$ cat config.mk
export PLATFORM = sky130hd
export DESIGN_NAME = traffic_light_monitor_flat
export DESIGN_NICKNAME = d
export VERILOG_FILES = /design/src/rtl/traffic_pkg.sv /design/src/rtl/traffic_light_monitor_if.sv /design/src/rtl/traffic_led_decode.sv /design/src/rtl/traffic_light_monitor.sv /design/src/flat_wrapper.sv
export SDC_FILE = /design/constraint.sdc
export NUM_CORES = 1
export LEC_CHECK = 0
export ABC_CLOCK_PERIOD_IN_PS = 4500
export CAP_MARGIN = 15
export CELL_PAD_IN_SITES_DETAIL_PLACEMENT = 1
export CELL_PAD_IN_SITES_GLOBAL_PLACEMENT = 1
export CORE_MARGIN = 2
export CORE_UTILIZATION = 41
export CTS_CLUSTER_SIZE = 16
export DETAILED_ROUTE_END_ITERATION = 12
export MAX_ROUTING_LAYER = met4
export PLACE_DENSITY_LB_ADDON = 0.08
export SLEW_MARGIN = 20
export SYNTH_ARGS = -nofsm -noshare
export SYNTH_HDL_FRONTEND = slang
export SYNTH_SLANG_ARGS = --single-unit
$ cat constraint.sdc
create_clock -name clk -period 4.5 [get_ports clk]
set_input_delay 0.45 -clock clk [delete_from_list [all_inputs] [get_ports clk]]
set_output_delay 0.45 -clock clk [all_outputs]
set_load 0.01 [all_outputs]
$ cat src/rtl/traffic_pkg.sv
// Shared definitions for the two-LED traffic controller and its receiving-end monitor.
package traffic_pkg;

    localparam int CNT_W = 5;

    localparam logic [1:0] PH_0 = 2'd0;
    localparam logic [1:0] PH_1 = 2'd1;
    localparam logic [1:0] PH_2 = 2'd2;
    localparam logic [1:0] PH_3 = 2'd3;

    // Active-low RGB, {LED2[2:0], LED1[2:0]}.
    localparam logic [5:0] LED_S1 = 6'b101011;
    localparam logic [5:0] LED_S2 = 6'b110011;
    localparam logic [5:0] LED_S3 = 6'b011101;
    localparam logic [5:0] LED_S4 = 6'b011110;

    localparam logic [CNT_W-1:0] T_S1 = CNT_W'(15);
    localparam logic [CNT_W-1:0] T_S2 = CNT_W'(3);
    localparam logic [CNT_W-1:0] T_S3 = CNT_W'(10);
    localparam logic [CNT_W-1:0] T_S4 = CNT_W'(3);
    localparam logic [CNT_W-1:0] DWELL_MAX = '1;

    typedef enum logic {
        ST_SYNC  = 1'b0,
        ST_TRACK = 1'b1
    } mon_state_e;

    function automatic logic [CNT_W-1:0] phase_dwell(input logic [1:0] ph);
        case (ph)
            PH_0:    return T_S1;
            PH_1:    return T_S2;
            PH_2:    return T_S3;
            default: return T_S4;
        endcase
    endfunction

endpackage

$ cat src/rtl/traffic_light_monitor_if.sv
// Controller-output bus as seen by the monitor, plus the monitor's status outputs.
interface traffic_light_monitor_if;
    import traffic_pkg::*;

    // tick qualifies led: the monitor samples led only on clk edges with tick=1;
    // every status pulse below is valid for exactly the one clk following such an edge.
    logic             tick;
    logic [5:0]       led;
    logic [1:0]       phase;
    logic             locked;
    logic [CNT_W-1:0] dwell;
    logic             err_pat;
    logic             err_seq;
    logic             err_time;
    logic             err_sticky;
    logic             cycle_ok;
    mon_state_e       state;

    modport master (
        output tick, led,
        input  phase, locked, dwell, err_pat, err_seq, err_time, err_sticky, cycle_ok, state
    );

    modport slave (
        input  tick, led,
        output phase, locked, dwell, err_pat, err_seq, err_time, err_sticky, cycle_ok, state
    );

endinterface

$ cat src/rtl/traffic_led_decode.sv
// Maps a 6-bit LED pattern to its phase code; anything else is illegal.
module traffic_led_decode
    import traffic_pkg::*;
(
    input  logic [5:0] led_i,
    output logic       legal_o,
    output logic [1:0] code_o
);

    always_comb begin
        legal_o = 1'b1;
        code_o  = PH_0;
        case (led_i)
            LED_S1:  code_o = PH_0;
            LED_S2:  code_o = PH_1;
            LED_S3:  code_o = PH_2;
            LED_S4:  code_o = PH_3;
            default: legal_o = 1'b0;
        endcase
    end

endmodule

$ cat src/rtl/traffic_light_monitor.sv
// Protocol monitor for the traffic controller: tracks phase order and dwell per 1 Hz tick.
module traffic_light_monitor
    import traffic_pkg::*;
(
    input  logic                     clk,
    input  logic                     rst_n,
    traffic_light_monitor_if.slave   bus
);

    logic             dec_legal;
    logic [1:0]       dec_code;

    mon_state_e       state_q;
    logic [1:0]       phase_q;
    logic             locked_q;
    logic [CNT_W-1:0] dwell_q;
    logic             partial_q;
    logic             clean_q;
    logic             armed_q;
    logic             err_pat_q;
    logic             err_seq_q;
    logic             err_time_q;
    logic             err_sticky_q;
    logic             cycle_ok_q;

    logic [1:0]       succ_d;
    logic [CNT_W-1:0] t_cur_d;
    logic [CNT_W-1:0] dwell_inc_d;
    logic             overrun_d;
    logic             short_d;

    traffic_led_decode u_decode (
        .led_i   (bus.led),
        .legal_o (dec_legal),
        .code_o  (dec_code)
    );

    // The first (partial) phase after lock has unknown history, so its timing is never judged.
    always_comb begin
        succ_d      = phase_q + 2'd1;
        t_cur_d     = phase_dwell(phase_q);
        dwell_inc_d = (dwell_q == DWELL_MAX) ? dwell_q : dwell_q + CNT_W'(1);
        overrun_d   = !partial_q && (dwell_q == t_cur_d);
        short_d     = !partial_q && (dwell_q < t_cur_d);
    end

    always_ff @(posedge clk or negedge rst_n) begin
        if (!rst_n) begin
            state_q      <= ST_SYNC;
            phase_q      <= PH_0;
            locked_q     <= 1'b0;
            dwell_q      <= '0;
            partial_q    <= 1'b0;
            clean_q      <= 1'b0;
            armed_q      <= 1'b0;
            err_pat_q    <= 1'b0;
            err_seq_q    <= 1'b0;
            err_time_q   <= 1'b0;
            err_sticky_q <= 1'b0;
            cycle_ok_q   <= 1'b0;
        end else begin
            err_pat_q  <= 1'b0;
            err_seq_q  <= 1'b0;
            err_time_q <= 1'b0;
            cycle_ok_q <= 1'b0;
            if (bus.tick) begin
                case (state_q)
                    ST_SYNC: begin
                        if (!dec_legal) begin
                            err_pat_q    <= 1'b1;
                            err_sticky_q <= 1'b1;
                        end else begin
                            state_q   <= ST_TRACK;
                            phase_q   <= dec_code;
                            dwell_q   <= CNT_W'(1);
                            locked_q  <= 1'b1;
                            partial_q <= 1'b1;
                            clean_q   <= 1'b1;
                            armed_q   <= 1'b0;
                        end
                    end
                    ST_TRACK: begin
                        if (!dec_legal) begin
                            err_pat_q    <= 1'b1;
                            err_sticky_q <= 1'b1;
                            state_q      <= ST_SYNC;
                            locked_q     <= 1'b0;
                            dwell_q      <= '0;
                        end else if (dec_code == phase_q) begin
                            dwell_q <= dwell_inc_d;
                            if (overrun_d) begin
                                err_time_q   <= 1'b1;
                                err_sticky_q <= 1'b1;
                                clean_q      <= 1'b0;
                            end
                        end else if (dec_code == succ_d) begin
                            phase_q   <= dec_code;
                            dwell_q   <= CNT_W'(1);
                            partial_q <= 1'b0;
                            if (short_d) begin
                                err_time_q   <= 1'b1;
                                err_sticky_q <= 1'b1;
                            end
                            // Entering phase 0 closes one cycle and opens the next.
                            if (dec_code == PH_0) begin
                                cycle_ok_q <= armed_q && clean_q && !short_d;
                                clean_q    <= 1'b1;
                                armed_q    <= 1'b1;
                            end else if (short_d) begin
                                clean_q <= 1'b0;
                            end
                        end else begin
                            err_seq_q    <= 1'b1;
                            err_sticky_q <= 1'b1;
                            phase_q      <= dec_code;
                            dwell_q      <= CNT_W'(1);
                            partial_q    <= 1'b0;
                            clean_q      <= 1'b0;
                        end
                    end
                    default: state_q <= ST_SYNC;
                endcase
            end
        end
    end

    assign bus.phase      = phase_q;
    assign bus.locked     = locked_q;
    assign bus.dwell      = dwell_q;
    assign bus.err_pat    = err_pat_q;
    assign bus.err_seq    = err_seq_q;
    assign bus.err_time   = err_time_q;
    assign bus.err_sticky = err_sticky_q;
    assign bus.cycle_ok   = cycle_ok_q;
    assign bus.state      = state_q;

endmodule

$ cat src/flat_wrapper.sv
// flat-port wrapper written by rule: the top's interface ports become plain ports
module traffic_light_monitor_flat import traffic_pkg::*;
  (clk, rst_n, bus_tick, bus_led, bus_phase, bus_locked, bus_dwell, bus_err_pat, bus_err_seq, bus_err_time, bus_err_sticky, bus_cycle_ok, bus_state);
  traffic_light_monitor_if bus_i ();
  input  logic clk;
  input  logic rst_n;
  input wire logic [$bits(bus_i.tick)-1:0] bus_tick;
  input wire logic [$bits(bus_i.led)-1:0] bus_led;
  output wire logic [$bits(bus_i.phase)-1:0] bus_phase;
  output wire logic [$bits(bus_i.locked)-1:0] bus_locked;
  output wire logic [$bits(bus_i.dwell)-1:0] bus_dwell;
  output wire logic [$bits(bus_i.err_pat)-1:0] bus_err_pat;
  output wire logic [$bits(bus_i.err_seq)-1:0] bus_err_seq;
  output wire logic [$bits(bus_i.err_time)-1:0] bus_err_time;
  output wire logic [$bits(bus_i.err_sticky)-1:0] bus_err_sticky;
  output wire logic [$bits(bus_i.cycle_ok)-1:0] bus_cycle_ok;
  output wire logic [$bits(bus_i.state)-1:0] bus_state;
  assign bus_i.tick = bus_tick;
  assign bus_i.led = bus_led;
  assign bus_phase = bus_i.phase;
  assign bus_locked = bus_i.locked;
  assign bus_dwell = bus_i.dwell;
  assign bus_err_pat = bus_i.err_pat;
  assign bus_err_seq = bus_i.err_seq;
  assign bus_err_time = bus_i.err_time;
  assign bus_err_sticky = bus_i.err_sticky;
  assign bus_cycle_ok = bus_i.cycle_ok;
  assign bus_state = bus_i.state;
  traffic_light_monitor u_core (.clk(clk), .rst_n(rst_n), .bus(bus_i));
endmodule
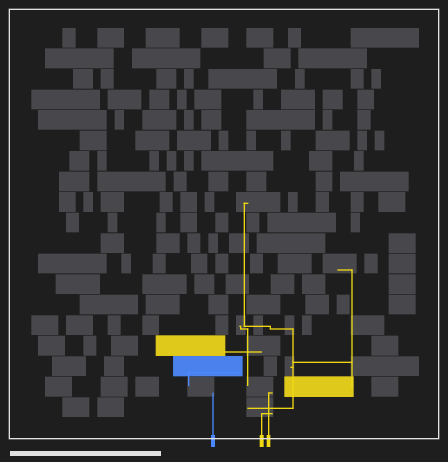
Run 1: I/O nets highlighted
Scale bar: 20 um.
- bus_cycle_ok: blue (direction output; end cells 1; wire 14.2 um)
- bus_phase: yellow (direction output; end cells 2; wire 89.7 um)

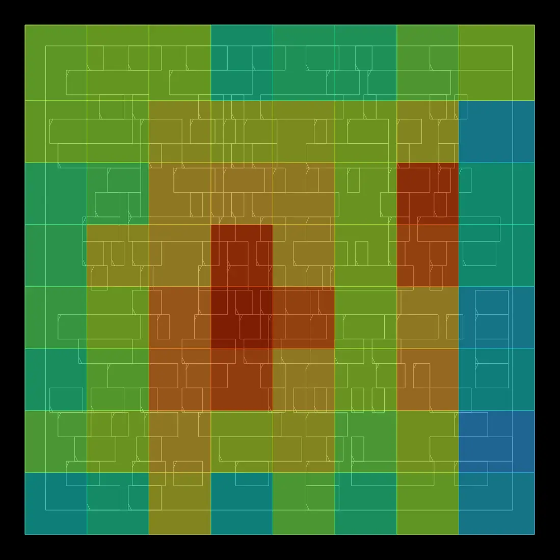
Run 1: routing congestion map
met1 Use GR: 0.2387
average wire per standard cell: 15.82 um

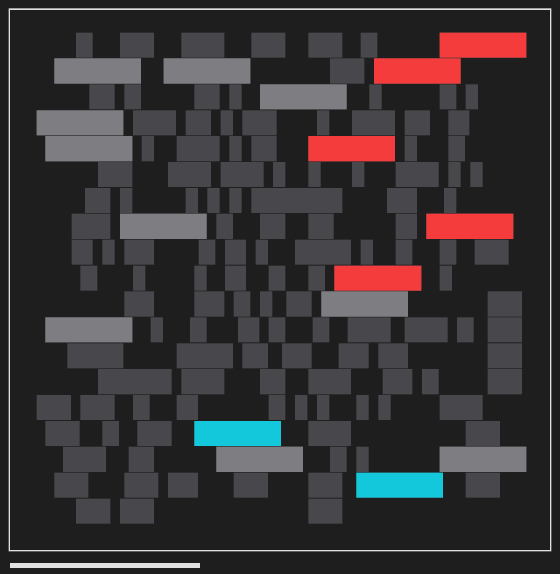
Run 1: sequential cells grouped by signal name
Scale bar: 20 um. Other sequential cells in the stronger gray, the rest of the logic in the fainter gray.
- u_core.bus.phase: cyan (flops 2)
- u_core.bus.dwell: red (flops 5)
- not colored: 10

==> job_summary.md, run 1 <==
## Implementation flow summary

| Metric | Value |
|---|---|
| Crit-path cells | clkdlybuf4s50_1, and4bb_4, nand3_1, nor3b_2, ha_1, nor3_1, a31oi_1, mux2_1 |
| Critical path arrival | 2880 ps |
| FF+latch area | 425.4 um2 |
| Yosys xor share | 0.05159 |
| Max Freq | 0.3737 GHz |
| Area fraction in mux cells | 0.009879 |
| Final worst-path setup slack | 1824 ps |
| Clk sinks | 17 |
| Leakage | 0.6028 nW |
| TritonCTS clock tree | yes |
| CTS H-Tree Depth | 1 |
| Seq/total area | 0.2982 |
| WL final | 2736 um |
| Max Fanout on Critical Path | 7 |
| Status | finished clean |
| TNS Setup | 0 ps |
| Hold Slack | 472.9 ps |
| Highest-power group | sequential cells |
| Most frequent cell after synthesis | dfrtp_1 |
| Reg-to-Reg Start | u_core.bus.phase[0]$_DFFE_PN0P_ |
| Post_cts resized | 0 |
| Synth Warn # | 0 |
| Routed Antenna Nets | 0 |
| Non-clk buf share | 0.1544 |
| Via/cell ratio | 5.584 |
| Logic share of the area | 0.4640 |
| Top logic cell by instance count in the layout | clkdlybuf4s50_1 |
| Mapped Nets | 136 |
| Worst slew pin tran | 827.0 ps |
| Largest net degree at the start of global routing | 18 |
| Inverters | 14 |
| Post-Place Cells | 169 |
| ANT cells | 0 |
| Row count | 19 |
| P per Cell Area | 260.0 nW/um2 |
| Flops after synth | 17 |
| Clk root buf | clkbuf_4 |
| Critical path data required time | 4700 ps |
Run 1, a small window of the routed layout:
Scale bar: 10 um. Region (2, 2) to (27, 27) um. Cells in gray, sequential cells in the stronger gray; small squares are vias.
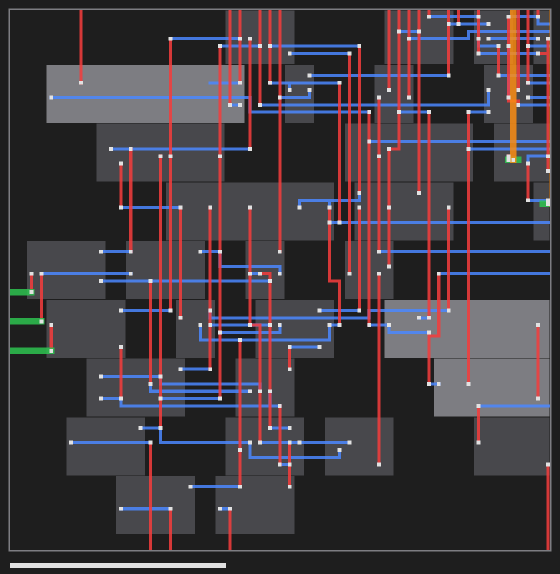

==> run 1 -> run 2 <==
--- a/config.mk
+++ b/config.mk
@@ -5,12 +5,12 @@
 export SDC_FILE = /design/constraint.sdc
 export NUM_CORES = 1
 export LEC_CHECK = 0
-export ABC_CLOCK_PERIOD_IN_PS = 4500
+export ABC_CLOCK_PERIOD_IN_PS = 2700
 export CAP_MARGIN = 15
 export CELL_PAD_IN_SITES_DETAIL_PLACEMENT = 1
 export CELL_PAD_IN_SITES_GLOBAL_PLACEMENT = 1
 export CORE_MARGIN = 2
-export CORE_UTILIZATION = 41
+export CORE_UTILIZATION = 38
 export CTS_CLUSTER_SIZE = 16
 export DETAILED_ROUTE_END_ITERATION = 12
 export MAX_ROUTING_LAYER = met4
==> constraint.sdc (replaced) <==
create_clock -name clk -period 2.7 [get_ports clk]
set_input_delay 0.27 -clock clk [delete_from_list [all_inputs] [get_ports clk]]
set_output_delay 0.27 -clock clk [all_outputs]
set_load 0.01 [all_outputs]
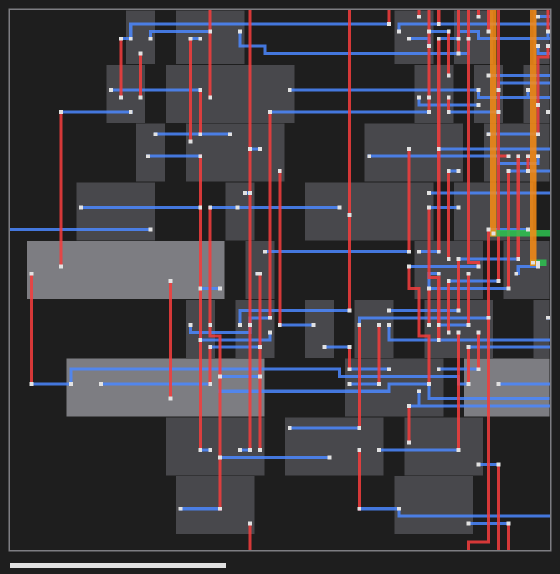
Run 2: a small window of the routed layout
Scale bar: 10 um. Region (2, 2) to (27, 27) um. Cells in gray, sequential cells in the stronger gray; small squares are vias.
- metal 1: blue
- metal 2: red
- metal 4: orange
- metal 3: green
- sequential cells in the window: 2
- cells with their middle in the window: 33
- most frequent: ha_1 (5), clkdlybuf4s50_1 (5)
- netlist names of flops here include: u_core.bus.phase (2)

==> run 2 against run 1 <==
Effect of this change: core utilization decreased by 1.2 points; critical endpoint unchanged; the flow now finishes with violations (DRC); via count increased by 2.4%; clock-buffer cell count increased by 1.
==> job_summary.md, run 2 <==
## Implementation flow summary

| Metric | Value |
|---|---|
| FF-to-FF setup slack | 370 ps |
| TNS Setup | 0 ps (unchanged) |
| Logic share of the area | 0.4549 (-0.009178) |
| # clk buffers | 4 |
| Non-clock buffers | 26 |
| Post-Place Cells | 173 (+2.4%) |
| ANT cells | 0 (unchanged) |
| CTS H-Tree Depth | 1 (unchanged) |
| Core area | 2805 um2 |
| Largest net degree at the start of global routing | 18 (unchanged) |
| Inverters | 14 (unchanged) |
| WL final | 2686 um (-1.8%) |
| Top cells, area | dfrtp_1 37%, ha_1 12%, inv_1 4.6% |
| Flops after synth | 17 (unchanged) |
| Reg-to-Reg Start | u_core.bus.phase[0]$_DFFE_PN0P_ |
| Status | finished with violations |
| Simple-gate share of the synthesized area | 0.2184 |
| Synth top cells by count | 17 x dfrtp_1, 14 x inv_1, 11 x ha_1 |
| RR Endpoint | u_core.clean_q$_DFFE_PN0P_ |
| Routed Antenna Nets | 0 (unchanged) |
| Yosys cell count | 116 |
| Met1 Use GR | 0.2154 (-0.02336) |
| Clock power share | 0.228 |
| Post_cts resized | 0 (unchanged) |
| Top-area cell share | 0.3732 |
| Mapped Nets | 136 (unchanged) |
| Row count | 19 (unchanged) |
| Logic area | 661.9 um2 |
| FF+latch area | 425.4 um2 (unchanged) |
| Yosys xor share | 0.05159 (unchanged) |
| Critical path arrival | 2550 ps (-330 ps) |
| Most frequent cell after synthesis | dfrtp_1 |
| Top sig layer | met4 |
| IO Port Bufs | 22 |
| Max Fanout on Critical Path | 5 (-2) |
| Area fraction in mux cells | 0.009879 (unchanged) |
| Final worst-path setup slack | 331.5 ps (-1493 ps) |
| Yosys adder share | 0.1207 |
| Clock Skew | 5.365 ps |
| Hold Fails Final Rpt | 0 |
| TritonCTS clock tree | yes |
| Failing checks | DRC |
| Sw power | 0.1946 mW |
| Sequential share of power | 0.494 |
| Leakage | 0.6198 nW (+2.8%) |
| Drt pass-1 iters | 8 |
| Final tally of setup violations | 0 |
| Area-dominant class | combinational gates |
| Seq/total area | 0.2923 (-0.005899) |
| Top logic cell by instance count in the layout | clkdlybuf4s50_1 |
| Clk root buf | clkbuf_4 |
| Crit path max-delay family | simple AND/OR/NAND/NOR gates |
| Via/cell ratio | 5.588 (about the same) |
| Max rail drop VDD | 0.1910 mV |
| Post-route cell area | 1455 um2 |
| Average wire per standard cell | 15.18 um (-4.0%) |
| Height of the die | 58.77 um |
| Synth Warn # | 0 (unchanged) |
| Post-synth EDFFs | 0 |
| Clk sinks | 17 (unchanged) |
| P per Cell Area | 424.1 nW/um2 (+63%) |
| Worst slew pin tran | 765.5 ps (-61.49 ps) |
| Switch share | 0.3154 |
| Max Freq | 0.4222 GHz |
| Comb. pwr | 0.171 mW |
| Largest register FFs | 5 |
| Hold Slack | 408.2 ps (-64.70 ps) |
| Highest-power group | sequential cells |
| Critical path data required time | 2880 ps (-1820 ps) |
| CTS Buf Count | 3 |
| Tcrit/Tclk final | 0.8772 |
| IO Pins | 23 |
| Crit-path cells | clkdlybuf4s50_1, and4bb_4, nand3_1, nor3b_2, ha_1, nor3_1, a31oi_1, mux2_1 |
| DRC | 2 |
| CP Capture Point | u_core.clean_q$_DFFE_PN0P_ |
| Reg clk slew, reported paths | 100 ps |
| Non-clk buf share | 0.1720 (+0.01758) |
No activity file was given, so power comes from the tool's default toggle rates.
